--- src/rtl/di_enc_pkg.sv ---
// Shared quadrature definitions for the encoder input decoder and the output generator.
// Holds the EDGE state constants, the per-cycle step encoding and the default counter width.
package di_enc_pkg;

    localparam int DEFAULT_CNT_W = 32;

    // Forward sequence EDGE_1 -> EDGE_2 -> EDGE_3 -> EDGE_4 -> EDGE_1, encoded as {A,B}
    localparam logic [1:0] ENC_EDGE_1 = 2'b00;
    localparam logic [1:0] ENC_EDGE_2 = 2'b10;
    localparam logic [1:0] ENC_EDGE_3 = 2'b11;
    localparam logic [1:0] ENC_EDGE_4 = 2'b01;

    typedef enum logic [1:0] {
        STEP_NONE = 2'd0,
        STEP_UP   = 2'd1,
        STEP_DN   = 2'd2,
        STEP_ERR  = 2'd3
    } step_e;

    function automatic logic [1:0] enc_next(input logic [1:0] ab);
        logic [1:0] nxt;
        case (ab)
            ENC_EDGE_1: nxt = ENC_EDGE_2;
            ENC_EDGE_2: nxt = ENC_EDGE_3;
            ENC_EDGE_3: nxt = ENC_EDGE_4;
            default:    nxt = ENC_EDGE_1;
        endcase
        return nxt;
    endfunction

    function automatic step_e enc_step(input logic [1:0] prev_ab, input logic [1:0] cur_ab);
        step_e s;
        if (cur_ab == prev_ab) begin
            s = STEP_NONE;
        end else if (cur_ab == enc_next(prev_ab)) begin
            s = STEP_UP;
        end else if (prev_ab == enc_next(cur_ab)) begin
            s = STEP_DN;
        end else begin
            s = STEP_ERR;
        end
        return s;
    endfunction

endpackage

--- src/rtl/di_enc_filter.sv ---
// Single-bit stability filter: the output follows the input only after FILT_LEN
// consecutive identical samples, so shorter pulses are rejected.
module di_enc_filter #(
    parameter int FILT_LEN = 4
) (
    input  logic xclk,
    input  logic din,
    output logic dout
);
    localparam int CW = $clog2(FILT_LEN + 1);
    localparam logic [CW-1:0] CNT_LAST = CW'(FILT_LEN - 1);
    localparam logic [CW-1:0] CNT_ONE  = CW'(1);

    logic [CW-1:0] cnt_q, cnt_d;
    logic          out_q, out_d;

    // The counter holds the run length of samples that disagree with the output
    always_comb begin
        cnt_d = '0;
        out_d = out_q;
        if (din != out_q) begin
            if (cnt_q >= CNT_LAST) begin
                out_d = din;
            end else begin
                cnt_d = cnt_q + CNT_ONE;
            end
        end
    end

    // Data-path flops: left unreset so the filter keeps tracking the lines during reset
    always_ff @(posedge xclk) begin
        cnt_q <= cnt_d;
        out_q <= out_d;
    end

    assign dout = out_q;

endmodule

--- src/rtl/di_enc.sv ---
// di_enc: quadrature encoder input decoder (x4 position, direction, index latch, edge period).
// Define DI_ENC_GLITCH_FILTER_EN to insert a FILT_LEN stability filter on A, B and I.
module di_enc
    import di_enc_pkg::*;
#(
    parameter int CNT_W    = DEFAULT_CNT_W,
    parameter int FILT_LEN = 4
) (
    input  logic             xclk,
    input  logic             reset,
    input  logic             enca_input,
    input  logic             encb_input,
    input  logic             enci_input,
    input  logic             clear_count,
    output logic [CNT_W-1:0] position_count,
    output logic             direction,
    output logic [CNT_W-1:0] index_position,
    output logic             index_seen,
    output logic             quad_error,
    output logic [CNT_W-1:0] edge_period,
    output logic             period_sat
);
    localparam logic [CNT_W-1:0] CNT_MAX = '1;
    localparam logic [CNT_W-1:0] CNT_ONE = {{(CNT_W-1){1'b0}}, 1'b1};

    if (FILT_LEN < 2 || FILT_LEN > 16) begin : g_filt_len_chk
        $error("di_enc: FILT_LEN must be in 2..16");
    end

    logic [2:0] sync1_q, sync2_q, dec_abi;

    // Synchronisers are unreset so the priming sample at reset release is the live line state
    always_ff @(posedge xclk) begin
        sync1_q <= {enca_input, encb_input, enci_input};
        sync2_q <= sync1_q;
    end

`ifdef DI_ENC_GLITCH_FILTER_EN
    for (genvar g = 0; g < 3; g++) begin : g_filt
        di_enc_filter #(.FILT_LEN(FILT_LEN)) u_filt (
            .xclk (xclk),
            .din  (sync2_q[g]),
            .dout (dec_abi[g])
        );
    end
`else
    assign dec_abi = sync2_q;
`endif

    logic [1:0]       dec_ab;
    logic             dec_i;
    logic             primed_q, primed_d;
    logic [1:0]       prev_ab_q, prev_ab_d;
    logic             prev_i_q, prev_i_d;
    logic [CNT_W-1:0] pos_q, pos_d;
    logic             dir_q, dir_d;
    logic [CNT_W-1:0] idx_pos_q, idx_pos_d;
    logic             idx_seen_q, idx_seen_d;
    logic             err_q, err_d;
    logic [CNT_W-1:0] interval_q, interval_d;
    logic [CNT_W-1:0] period_q, period_d;
    logic             sat_q, sat_d;
    logic [CNT_W-1:0] interval_inc;
    step_e            step;
    logic             idx_rise;

    assign dec_ab       = dec_abi[2:1];
    assign dec_i        = dec_abi[0];
    assign interval_inc = (interval_q == CNT_MAX) ? CNT_MAX : interval_q + CNT_ONE;

    always_comb begin
        primed_d   = 1'b1;
        prev_ab_d  = dec_ab;
        prev_i_d   = dec_i;
        pos_d      = pos_q;
        dir_d      = dir_q;
        idx_pos_d  = idx_pos_q;
        idx_seen_d = idx_seen_q;
        err_d      = err_q;
        period_d   = period_q;
        interval_d = interval_inc;
        // Until primed, the previous-state register is just loaded: no step, no index edge
        step       = primed_q ? enc_step(prev_ab_q, dec_ab) : STEP_NONE;
        idx_rise   = primed_q & dec_i & ~prev_i_q;

        if (clear_count) begin
            pos_d      = '0;
            idx_pos_d  = '0;
            idx_seen_d = 1'b0;
            err_d      = 1'b0;
            period_d   = '0;
            interval_d = '0;
        end else begin
            case (step)
                STEP_UP: begin
                    pos_d = pos_q + CNT_ONE;
                    dir_d = 1'b1;
                end
                STEP_DN: begin
                    pos_d = pos_q - CNT_ONE;
                    dir_d = 1'b0;
                end
                STEP_ERR: err_d = 1'b1;
                default: ;
            endcase
            if (step == STEP_UP || step == STEP_DN) begin
                period_d   = interval_inc;
                interval_d = '0;
            end
            // Latch the post-step position so a coincident step is included
            if (idx_rise) begin
                idx_pos_d  = pos_d;
                idx_seen_d = 1'b1;
            end
        end
        sat_d = (interval_d == CNT_MAX);
    end

    always_ff @(posedge xclk or negedge reset) begin
        if (!reset) begin
            primed_q   <= 1'b0;
            prev_ab_q  <= '0;
            prev_i_q   <= 1'b0;
            pos_q      <= '0;
            dir_q      <= 1'b0;
            idx_pos_q  <= '0;
            idx_seen_q <= 1'b0;
            err_q      <= 1'b0;
            interval_q <= '0;
            period_q   <= '0;
            sat_q      <= 1'b0;
        end else begin
            primed_q   <= primed_d;
            prev_ab_q  <= prev_ab_d;
            prev_i_q   <= prev_i_d;
            pos_q      <= pos_d;
            dir_q      <= dir_d;
            idx_pos_q  <= idx_pos_d;
            idx_seen_q <= idx_seen_d;
            err_q      <= err_d;
            interval_q <= interval_d;
            period_q   <= period_d;
            sat_q      <= sat_d;
        end
    end

    assign position_count = pos_q;
    assign direction      = dir_q;
    assign index_position = idx_pos_q;
    assign index_seen     = idx_seen_q;
    assign quad_error     = err_q;
    assign edge_period    = period_q;
    assign period_sat     = sat_q;

endmodule

--- config.mk ---
export PLATFORM = sky130hd
export DESIGN_NAME = di_enc
export DESIGN_NICKNAME = d
export VERILOG_FILES = /design/src/rtl/di_enc_pkg.sv /design/src/rtl/di_enc_filter.sv /design/src/rtl/di_enc.sv
export SDC_FILE = /design/constraint.sdc
export NUM_CORES = 1
export LEC_CHECK = 0
export ABC_AREA = 1
export CAP_MARGIN = 20
export CELL_PAD_IN_SITES_DETAIL_PLACEMENT = 1
export CELL_PAD_IN_SITES_GLOBAL_PLACEMENT = 2
export CORE_MARGIN = 1
export CORE_UTILIZATION = 27
export DETAILED_ROUTE_END_ITERATION = 8
export GPL_TIMING_DRIVEN = 0
export PLACE_DENSITY_LB_ADDON = 0.1
export RECOVER_POWER = 50
export SYNTH_ARGS = -nofsm -noshare
export SYNTH_HDL_FRONTEND = slang
export SYNTH_HIERARCHICAL = 1
export SYNTH_SLANG_ARGS = --single-unit
export TNS_END_PERCENT = 30
--- constraint.sdc ---
create_clock -name xclk -period 3.77 [get_ports xclk]
set_input_delay 1.131 -clock xclk [delete_from_list [all_inputs] [get_ports xclk]]
set_output_delay 1.131 -clock xclk [all_outputs]
set_load 0.1 [all_outputs]
placement_by_type.png
Drawn at 2 px/um.
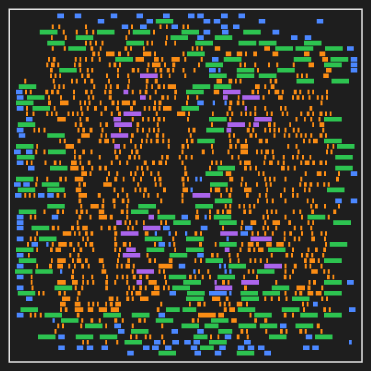
| colour | class | cells |
|---|---|---|
| green | flops | 142 |
| purple | clock drivers and dummy loads | 32 |
| blue | other buffers and delay cells | 130 |
| orange | combinational and other logic | 966 |
sequential share of cell area: 34.2%
floorplan row count: 63
placeable core area: 29,600 sq um
utilization of the core after routing: 34.7%
cell area after layout: 10,300 sq um

==> results.rst <==
Implementation results
======================

.. list-table::
   :header-rows: 1

   * - Metric
     - Value
   * - Violations in the final reports
     - max-capacitance violations, max-slew violations
   * - Combinational fraction of design power
     - 33.6%
   * - Vert. Die Dim
     - 176 um
   * - Highest Clock Rate
     - 0.300 GHz
   * - Remaining antenna violation count after routing
     - 0
   * - Power in combinational cells
     - 0.00174 W
   * - Global-route wire length before repair
     - 44,600 um
   * - Multiplexer area fraction after synthesis
     - 0%
   * - Share of power burned in the clock network
     - 33.0%
   * - Crit-path max FO
     - 18
   * - Crit-path cells
     - xor2_1, o21ai_0, a21oi_1, ha_4, inv_1, fa_1, o21ai_1, nand2_1, nand2_1, nand2_1, nand2_1, nand2_1, nand2_1, nand2_1, nand3_1, nand2_1, nand2_1, nand2_1
   * - Met2 Routed Length
     - 14,400 um
   * - CTS sink cnt
     - 142
   * - First DRT Iteration DRCs
     - 229
   * - Worst-margin pin slew
     - 2090 ps
   * - Simple Share, Synth
     - 31.9%
   * - Prevailing post-synth register cell
     - sky130_fd_sc_hd__dfrtp_1
   * - Syn Nets
     - 1,171
   * - Total Routing Usage GR
     - 18.9%
   * - Max-Slew Margin vs Limit
     - -39.1%
   * - Final RePlAce weighted congestion
     - 0.814
   * - Hold Path Stages
     - 0
   * - Power density cells
     - 504 nW/um^2
   * - Layout non-clock buf frac
     - 11.5%
   * - Buffers from clock root to sink, at most
     - 2
   * - Finish-stage setup viols
     - 0
   * - Run status
     - finished, violations left
   * - Number of non-clock inverters in the layout
     - 131
   * - Top class by area
     - combinational gates
   * - Count of unresolved DRC violations after routing
     - 0
   * - Tot Pwr
     - 0.00519 W
   * - Post-synthesis share of cell area spent on xor and xnor gates
     - 2.90%
   * - Post-route clock period utilization
     - 88.5%
   * - Length of the first detailed-routing pass in iterations
     - 4
   * - Highest-utilization routing layer at the global route stage
     - met2
   * - Sequential Power
     - 0.00173 W
   * - Synthesized cell area
     - 8140 sq um
   * - Internal
     - 0.00298 W
   * - Met3 capacity usage during global routing
     - 2.64%
   * - Clock buffers
     - 20
   * - Chip area from the yosys synthesis statistics
     - 8140 sq um
   * - CP delay by family, top
     - simple AND/OR/NAND/NOR gates
   * - Most repeated cell in the gate-level netlist after synthesis
     - sky130_fd_sc_hd__nand2_1
   * - P_leak
     - 4.94 nW
   * - Number of storage elements in the synthesis netlist
     - 142
   * - PortBufs
     - 105
   * - CTS tree
     - yes
   * - Post CTS Setup Buffer Count
     - 0
   * - Launch instance of the worst register-to-register path
     - dec_abi[1]
   * - Layout cells sized above 1
     - 3.86%
   * - Routed length per placed instance
     - 16.7 um
   * - Biggest power consumer among the groups
     - combinational logic
   * - Setup crit end kind
     - register
   * - Seq cells
     - 142
   * - Number of max-cap violations
     - 1
   * - Final number of max-transition violations
     - 82
   * - Sequential fraction of design power
     - 33.4%
   * - Flip-flop and latch area
     - 3520 sq um
   * - Detailed-route via count
     - 7,458
   * - OpenROAD warning count
     - 27
   * - Worst setup path end
     - index_position[30]
layer_met1.png
Drawn at 3 px/um. Supply wires on this layer in grey. Cells faint in the background.
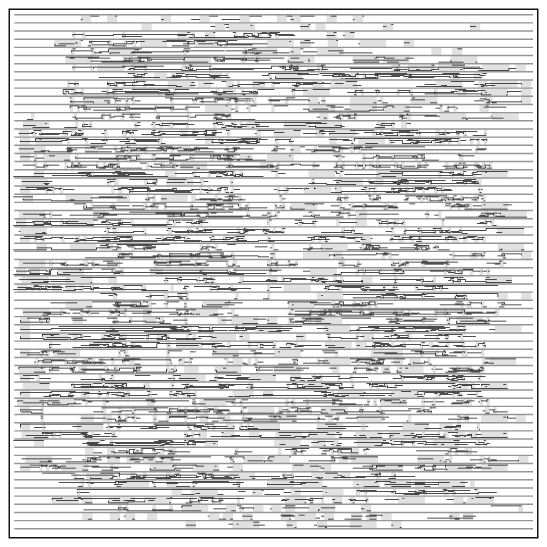
share of all routed wire: 45%
main direction: horizontal

No activity file was given, so power comes from the tool's default toggle rates.
